**config.mk**
```make
export PLATFORM = sky130hd
export DESIGN_NAME = panel_load_sequencer
export DESIGN_NICKNAME = d
export VERILOG_FILES = /design/src/rtl/panel_load_sequencer_pkg.sv /design/src/rtl/panel_load_sequencer_op_gen.sv /design/src/rtl/panel_load_sequencer.sv
export SDC_FILE = /design/constraint.sdc
export NUM_CORES = 1
export LEC_CHECK = 0
export ABC_AREA = 1
export CAP_MARGIN = 20
export CORE_UTILIZATION = 50
export DETAILED_ROUTE_END_ITERATION = 8
export GPL_TIMING_DRIVEN = 0
export PLACE_DENSITY = 0.74
export SLEW_MARGIN = 25
export SYNTH_ARGS = -nofsm -noshare
export SYNTH_HDL_FRONTEND = slang
export SYNTH_HIERARCHICAL = 1
export SYNTH_SLANG_ARGS = --single-unit
```
**constraint.sdc**
```tcl
create_clock -name clock_i -period 2.8 [get_ports clock_i]
set_clock_uncertainty 0.15 [all_clocks]
set_input_delay 0.56 -clock clock_i [delete_from_list [all_inputs] [get_ports clock_i]]
set_output_delay 0.56 -clock clock_i [all_outputs]
set_load 0.02 [all_outputs]
```
**src/rtl/panel_load_sequencer_pkg.sv**
```systemverilog
`default_nettype none
// ============================================================================
// panel_load_sequencer_pkg : shared types for the front-panel image loader
// Rev 1.0
// ============================================================================
package panel_load_sequencer_pkg;

   localparam int unsigned ADDR_W = 12;
   localparam int unsigned SW_W   = ADDR_W + 1;

   typedef enum logic [3:0] {
      IDLE, INIT_LPC, FETCH, WORD_LPC, GAP, DEPOSIT, FINAL_LPC, RUN, DONE
   } ldr_state_t;

   typedef enum logic [1:0] {BTN_NONE, BTN_LPC, BTN_DEP} panel_btn_t;

   typedef enum logic [1:0] {OP_IDLE, OP_SETUP, OP_PRESS, OP_RELEASE} op_phase_t;

   // Deposit auto-increments PC modulo 4096, so 7777 -> 0000 is sequential.
   function automatic logic is_sequential(input logic [ADDR_W-1:0] prev,
                                          input logic [ADDR_W-1:0] cur);
      logic [ADDR_W-1:0] nxt;
      nxt = prev + 1'b1;
      return cur == nxt;
   endfunction

endpackage
`default_nettype wire

```
**src/rtl/panel_load_sequencer_op_gen.sv**
```systemverilog
`default_nettype none
// ============================================================================
// panel_op_gen : one SETUP / PRESS / RELEASE front-panel button operation
// Rev 1.0
// ============================================================================
module panel_op_gen
   import panel_load_sequencer_pkg::*;
#(
   parameter int unsigned SETUP_CYC = 10,
   parameter int unsigned PULSE_CYC = 10
) (
   input  logic              clock_i,
   input  logic              resetN_i,
   input  logic              go_i,
   input  panel_btn_t        btn_i,
   input  logic [ADDR_W-1:0] value_i,
   output logic [ADDR_W-1:0] sw_val_o,
   output logic              btnl_o,
   output logic              btnd_o,
   output logic              op_done_o
);

   localparam int unsigned MAX_CYC = (SETUP_CYC > PULSE_CYC) ? SETUP_CYC : PULSE_CYC;
   localparam int unsigned CNT_W   = $clog2(MAX_CYC + 1);
   localparam logic [CNT_W-1:0] SETUP_LOAD = CNT_W'(SETUP_CYC - 1);
   localparam logic [CNT_W-1:0] PULSE_LOAD = CNT_W'(PULSE_CYC - 1);

   op_phase_t         phase_q;
   panel_btn_t        btn_q;
   logic [CNT_W-1:0]  cnt_q;
   logic [ADDR_W-1:0] sw_val_q;
   logic              btnl_q;
   logic              btnd_q;
   logic              op_done_q;

   // The value register is only rewritten on go, so it stays on the switches
   // through RELEASE and until the next operation begins.
   always_ff @(posedge clock_i or negedge resetN_i) begin
      if (!resetN_i) begin
         phase_q   <= OP_IDLE;
         btn_q     <= BTN_NONE;
         cnt_q     <= '0;
         sw_val_q  <= '0;
         btnl_q    <= 1'b0;
         btnd_q    <= 1'b0;
         op_done_q <= 1'b0;
      end else begin
         op_done_q <= 1'b0;
         unique case (phase_q)
            OP_IDLE: begin
               if (go_i) begin
                  sw_val_q <= value_i;
                  btn_q    <= btn_i;
                  cnt_q    <= SETUP_LOAD;
                  phase_q  <= OP_SETUP;
               end
            end
            OP_SETUP: begin
               if (cnt_q == '0) begin
                  btnl_q  <= (btn_q == BTN_LPC);
                  btnd_q  <= (btn_q == BTN_DEP);
                  cnt_q   <= PULSE_LOAD;
                  phase_q <= OP_PRESS;
               end else begin
                  cnt_q <= cnt_q - 1'b1;
               end
            end
            OP_PRESS: begin
               if (cnt_q == '0) begin
                  btnl_q  <= 1'b0;
                  btnd_q  <= 1'b0;
                  cnt_q   <= SETUP_LOAD;
                  phase_q <= OP_RELEASE;
               end else begin
                  cnt_q <= cnt_q - 1'b1;
               end
            end
            OP_RELEASE: begin
               if (cnt_q == '0) begin
                  op_done_q <= 1'b1;
                  phase_q   <= OP_IDLE;
               end else begin
                  cnt_q <= cnt_q - 1'b1;
               end
            end
            default: phase_q <= OP_IDLE;
         endcase
      end
   end

   assign sw_val_o  = sw_val_q;
   assign btnl_o    = btnl_q;
   assign btnd_o    = btnd_q;
   assign op_done_o = op_done_q;

endmodule
`default_nettype wire

```
**src/rtl/panel_load_sequencer.sv**
```systemverilog
`default_nettype none
// ============================================================================
// panel_load_sequencer : loads an image into the PDP-8 via front-panel
// Load-PC/Deposit operations, reloads PC and starts the CPU. Rev 1.0
// ============================================================================
module panel_load_sequencer
   import panel_load_sequencer_pkg::*;
#(
   parameter int unsigned       SETUP_CYC = 10,
   parameter int unsigned       PULSE_CYC = 10,
   parameter int unsigned       GAP_CYC   = 30,
   parameter logic [ADDR_W-1:0] START_PC  = 12'o0200,
   parameter bit                SKIP_SEQ  = 1'b0
) (
   input  logic              clock_i,
   input  logic              resetN_i,
   input  logic              start_i,
   input  logic              word_valid_i,
   output logic              word_ready_o,
   input  logic [ADDR_W-1:0] word_addr_i,
   input  logic [ADDR_W-1:0] word_data_i,
   input  logic              word_last_i,
   input  logic              run_led_i,
   output logic [SW_W-1:0]   sw_o,
   output logic              btnl_o,
   output logic              btnd_o,
   output logic              busy_o,
   output logic              halted_o
);

   localparam int unsigned GAP_W = $clog2(GAP_CYC + 1);
   localparam logic [GAP_W-1:0] GAP_LOAD = GAP_W'(GAP_CYC - 1);

   ldr_state_t        state_q;
   logic              go_q;
   panel_btn_t        btn_q;
   logic [ADDR_W-1:0] value_q;
   logic [ADDR_W-1:0] addr_q;
   logic [ADDR_W-1:0] data_q;
   logic              last_q;
   logic [ADDR_W-1:0] prev_q;
   logic              hist_q;
   logic [GAP_W-1:0]  gap_q;
   logic              seen_q;
   logic              run_q;
   logic              ready_q;
   logic              busy_q;
   logic              halted_q;

   logic [ADDR_W-1:0] sw_val;
   logic              op_done;

   panel_op_gen #(
      .SETUP_CYC (SETUP_CYC),
      .PULSE_CYC (PULSE_CYC)
   ) u_op_gen (
      .clock_i   (clock_i),
      .resetN_i  (resetN_i),
      .go_i      (go_q),
      .btn_i     (btn_q),
      .value_i   (value_q),
      .sw_val_o  (sw_val),
      .btnl_o    (btnl_o),
      .btnd_o    (btnd_o),
      .op_done_o (op_done)
   );

   always_ff @(posedge clock_i or negedge resetN_i) begin
      if (!resetN_i) begin
         state_q  <= IDLE;
         go_q     <= 1'b0;
         btn_q    <= BTN_NONE;
         value_q  <= '0;
         addr_q   <= '0;
         data_q   <= '0;
         last_q   <= 1'b0;
         prev_q   <= '0;
         hist_q   <= 1'b0;
         gap_q    <= '0;
         seen_q   <= 1'b0;
         run_q    <= 1'b0;
         ready_q  <= 1'b0;
         busy_q   <= 1'b0;
         halted_q <= 1'b0;
      end else begin
         go_q <= 1'b0;
         unique case (state_q)
            IDLE: begin
               if (start_i) begin
                  // A fresh load starts from START_PC, so old history is void.
                  hist_q   <= 1'b0;
                  busy_q   <= 1'b1;
                  halted_q <= 1'b0;
                  go_q     <= 1'b1;
                  btn_q    <= BTN_LPC;
                  value_q  <= START_PC;
                  state_q  <= INIT_LPC;
               end
            end
            INIT_LPC: begin
               if (op_done) begin
                  ready_q <= 1'b1;
                  state_q <= FETCH;
               end
            end
            FETCH: begin
               if (word_valid_i && ready_q) begin
                  ready_q <= 1'b0;
                  addr_q  <= word_addr_i;
                  data_q  <= word_data_i;
                  last_q  <= word_last_i;
                  go_q    <= 1'b1;
                  if (SKIP_SEQ && hist_q && is_sequential(prev_q, word_addr_i)) begin
                     btn_q   <= BTN_DEP;
                     value_q <= word_data_i;
                     state_q <= DEPOSIT;
                  end else begin
                     btn_q   <= BTN_LPC;
                     value_q <= word_addr_i;
                     state_q <= WORD_LPC;
                  end
               end
            end
            WORD_LPC: begin
               if (op_done) begin
                  gap_q   <= GAP_LOAD;
                  state_q <= GAP;
               end
            end
            GAP: begin
               if (gap_q == '0) begin
                  go_q    <= 1'b1;
                  btn_q   <= BTN_DEP;
                  value_q <= data_q;
                  state_q <= DEPOSIT;
               end else begin
                  gap_q <= gap_q - 1'b1;
               end
            end
            DEPOSIT: begin
               if (op_done) begin
                  prev_q <= addr_q;
                  hist_q <= 1'b1;
                  if (last_q) begin
                     go_q    <= 1'b1;
                     btn_q   <= BTN_LPC;
                     value_q <= START_PC;
                     state_q <= FINAL_LPC;
                  end else begin
                     ready_q <= 1'b1;
                     state_q <= FETCH;
                  end
               end
            end
            FINAL_LPC: begin
               if (op_done) begin
                  run_q   <= 1'b1;
                  seen_q  <= 1'b0;
                  state_q <= RUN;
               end
            end
            RUN: begin
               // The CPU must be seen running before a low LED means halted.
               if (run_led_i) begin
                  seen_q <= 1'b1;
               end else if (seen_q) begin
                  run_q    <= 1'b0;
                  halted_q <= 1'b1;
                  busy_q   <= 1'b0;
                  state_q  <= DONE;
               end
            end
            DONE: begin
               state_q <= IDLE;
            end
            default: state_q <= IDLE;
         endcase
      end
   end

   assign word_ready_o = ready_q;
   assign sw_o         = {run_q, sw_val};
   assign busy_o       = busy_q;
   assign halted_o     = halted_q;

endmodule
`default_nettype wire
```
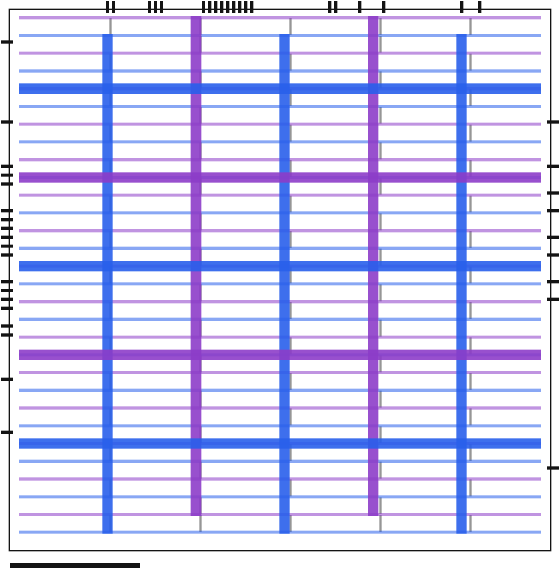
(supply network)
Scale bar: 20 um. Pins as bars on the die edge. Tap cells in grey.
colour	net
blue	VSS
purple	VDD
rows	29
tap cells	77
met1 rails	30
peak supply drop: 0.6540 mV
core region area: 6314 um2

==> report_table.html <==
<h3>Run summary</h3>
<table>
<tr><th>Metric</th><th>Value</th></tr>
<tr><th colspan="2">Outcome</th></tr>
<tr><td>Status</td><td>complete, no violations</td></tr>
<tr><th colspan="2">Clock network</th></tr>
<tr><td>Hold bufs inserted after CTS</td><td>1</td></tr>
<tr><td>H-Tree Level Count</td><td>3</td></tr>
<tr><td># resized after CTS</td><td>0</td></tr>
<tr><td>Setup Fix Bufs, Post-CTS</td><td>0</td></tr>
<tr><td>Maximum root-to-sink buffer count</td><td>2</td></tr>
<tr><td>Clock tree from TritonCTS</td><td>built</td></tr>
<tr><th colspan="2">Setup path</th></tr>
<tr><td>Arrival time worst endpoint</td><td>1400 ps</td></tr>
<tr><td>Critical path, cell by cell</td><td>buf_4, clkdlybuf4s50_1</td></tr>
<tr><td>Largest delay contributor family on the critical path</td><td>buffers and inverters</td></tr>
<tr><td>Worst Reg2Reg Path Length in Cells</td><td>9</td></tr>
<tr><td>Kind of critical path</td><td>register to output port</td></tr>
<tr><td>Start of the worst register-to-register path</td><td>gap_q[0]$_DFFE_PN0P_</td></tr>
<tr><td>Required time worst endpoint</td><td>2090 ps</td></tr>
<tr><td>Endpoint of the worst register-to-register path</td><td>state_q[1]$_DFFE_PN0P_</td></tr>
<tr><td>Worst setup startpoint</td><td>run_q$_DFFE_PN0P_</td></tr>
<tr><td>Buffer and inverter count on the worst path</td><td>2</td></tr>
<tr><td>Critical path's largest stage delay</td><td>580 ps</td></tr>
<tr><td>Path length in cells of the critical path</td><td>2</td></tr>
<tr><td>Peak fanout along the critical path</td><td>2</td></tr>
<tr><th colspan="2">Place</th></tr>
<tr><td>Placed Cells incl. Taps</td><td>494</td></tr>
<tr><td>Number of port buffers</td><td>47</td></tr>
<tr><td>Final weighted congestion in routability-driven placement</td><td>0.8400</td></tr>
<tr><th colspan="2">Global routing</th></tr>
<tr><td>Total global routing overflow</td><td>0</td></tr>
<tr><td>Largest net degree at the start of global routing</td><td>40</td></tr>
<tr><td>GRT Util Overall</td><td>21.19%</td></tr>
<tr><td>Vias in the first global route</td><td>2418</td></tr>
<tr><th colspan="2">Synthesis</th></tr>
<tr><td>Cell type with the highest aggregate area in the netlist</td><td>sky130_fd_sc_hd__dfrtp_1</td></tr>
<tr><td>Tally of unique sky130hd cells used after synthesis</td><td>35</td></tr>
<tr><td>Number of nets in the synthesized netlist</td><td>407</td></tr>
<tr><td>Total of warnings raised by yosys</td><td>6</td></tr>
<tr><td>Mux contribution to synthesized area</td><td>5.061%</td></tr>
<tr><td>Cell types with the largest area share after synthesis</td><td>sky130_fd_sc_hd__dfrtp_1 (50%), sky130_fd_sc_hd__nand2_1 (9.9%), sky130_fd_sc_hd__nand3_1 (6.6%)</td></tr>
<tr><td>Adder and majority cell fraction of the synthesized area</td><td>3.067%</td></tr>
<tr><td>Largest family of logic cells by area</td><td>simple AND/OR/NAND/NOR gates</td></tr>
<tr><td>Share of the synthesized area in the top cell type</td><td>49.85%</td></tr>
<tr><td>Mean instance size in the synthesized netlist</td><td>8.843 um2</td></tr>
<tr><td># Cells Yosys</td><td>369</td></tr>
<tr><td>Post-synthesis chip area from yosys</td><td>3263 um2</td></tr>
<tr><td>Async S/R FF share, synth</td><td>100.0%</td></tr>
<tr><td>Post-synthesis share of cell area spent on and, or, nand and nor gates</td><td>25.23%</td></tr>
<tr><td>Top-count cell post-synth</td><td>sky130_fd_sc_hd__nand2_1</td></tr>
<tr><td>Top cells by count</td><td>sky130_fd_sc_hd__nand2_1 (86), sky130_fd_sc_hd__dfrtp_1 (65), sky130_fd_sc_hd__nand3_1 (43), sky130_fd_sc_hd__inv_1 (42), sky130_fd_sc_hd__o21ai_0 (34)</td></tr>
<tr><th colspan="2">Timing</th></tr>
<tr><td>Setup Total Neg Slack</td><td>0 ps</td></tr>
<tr><td>Final critical-path required period</td><td>2106 ps</td></tr>
<tr><td>Transition time at the pin with the least slew margin</td><td>447.5 ps</td></tr>
<tr><td>Setup repair after global routing missed its margin</td><td>no</td></tr>
<tr><td>Final Hold Slack</td><td>342.3 ps</td></tr>
<tr><td>Final cycle utilization of the critical path</td><td>75.23%</td></tr>
<tr><td>Final tally of max-slew violations</td><td>0</td></tr>
<tr><th colspan="2">Layout</th></tr>
<tr><td>P&amp;R area growth vs syn</td><td>24.31%</td></tr>
<tr><td>FILL cells</td><td>545</td></tr>
<tr><td>Fin nets</td><td>467</td></tr>
<tr><td>Final Non-Filler Cells</td><td>511</td></tr>
<tr><th colspan="2">Drt</th></tr>
<tr><td>Number of vias per cell after detailed routing</td><td>5.025</td></tr>
<tr><td>Number of vias in the routed layout</td><td>2568</td></tr>
<tr><td>Average wire per standard cell</td><td>12.89 um</td></tr>
<tr><td>Initial DRC Count</td><td>97</td></tr>
<tr><td>Antenna-violating nets left</td><td>0</td></tr>
<tr><td>Total wire length</td><td>6589 um</td></tr>
<tr><td>Iteration count of the initial detailed-routing pass</td><td>4</td></tr>
<tr><th colspan="2">Power</th></tr>
<tr><td>Switching power of the nets</td><td>0.001873 W</td></tr>
<tr><td>Share of total power in sequential cells</td><td>35.3%</td></tr>
<tr><td>Combinational group share of total power</td><td>47.1%</td></tr>
<tr><td>Clock group share of total power</td><td>17.7%</td></tr>
<tr><td>Standby leakage power</td><td>1.981 nW</td></tr>
<tr><th colspan="2">Worst hold path</th></tr>
<tr><td>Hold WC Path Type</td><td>register to register</td></tr>
<tr><td>Startpoint of the worst hold path</td><td>data_q[7]$_DFFE_PN0P_</td></tr>
<tr><th colspan="2">Floorplanning</th></tr>
<tr><td>Die outline area</td><td>6853 um2</td></tr>
<tr><td>Die width</td><td>82.79 um</td></tr>
</table>
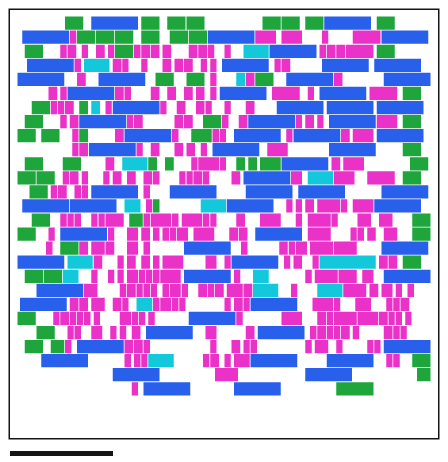
(placement by cell class)
Scale bar: 20 um.
colour	class	cells	share of their area
magenta	all other logic	293	40%
green	other buffers and delay cells	60	14%
blue	flip-flops	65	41%
cyan	clock drivers and dummy loads	16	5.0%
final core utilization: 64.25%
sequential cell area share: 40.10%
number of rows in the core area: 29
final instance area: 4056 um2

-- routing by layer --
| metal | vias up | wire length [um] | track usage (%) |
|---|---|---|---|
| met2 | 53 | 3021 | 31.80 |
| met5 | - | 0 | 0 |
| met3 | 9 | 230 | 7.541 |
| met4 | 0 | 103 | 7.586 |
| met1 | 1191 | 3234 | 28.14 |
| li1 | 1315 | - | - |
-- power groups by stage --
stage	clock network (W)	registers (W)	logic [W]
2_1_floorplan	0	0.00172	0.00140
3_3_place_gp	0	0.00162	0.00207
3_5_place_dp	0	0.00163	0.00215
4_1_cts	0.000833	0.00162	0.00216
5_1_grt	0.000861	0.00167	0.00241
6_report	0.000808	0.00161	0.00215
-- cells by family after synthesis --
kind of cell / Yosys count
compound gates: 52
xor+xnor: 2
fa+ha+maj: 8
buf+inv: 56
flops: 65
mux: 13
simple gates: 173
-- worst min-delay path: stages (launching register included) --
cell and delay [ps]:
sky130_fd_sc_hd__dfrtp_1 350, sky130_fd_sc_hd__nand2_1 60, sky130_fd_sc_hd__nand2_1 50
-- cell usage in the layout, fill, tap and decap left out, drive strengths merged, types with 10 or more instances in the layout --
master,n
clkdlybuf4s50,46
o21ai,39
mux2,13
nand3,45
nand2,92
inv,48
buf,12
nor2,31
clkbuf,10
dfrtp,65
-- final cells by class --
cell class | instances | area (um2) | area share, %
clock buffer | 9 | 123.9 | 3.054
buffer | 11 | 71.32 | 1.758
sequential | 65 | 1627 | 40.10
timing repair buffer | 49 | 498.0 | 12.28
multi-input combinational | 248 | 1396 | 34.42
inverter | 45 | 168.9 | 4.164
clock inverter | 7 | 75.07 | 1.851
tap | 77 | 96.34 | 2.375
Power figures rest on the tool's default switching activity, not on a simulated workload.
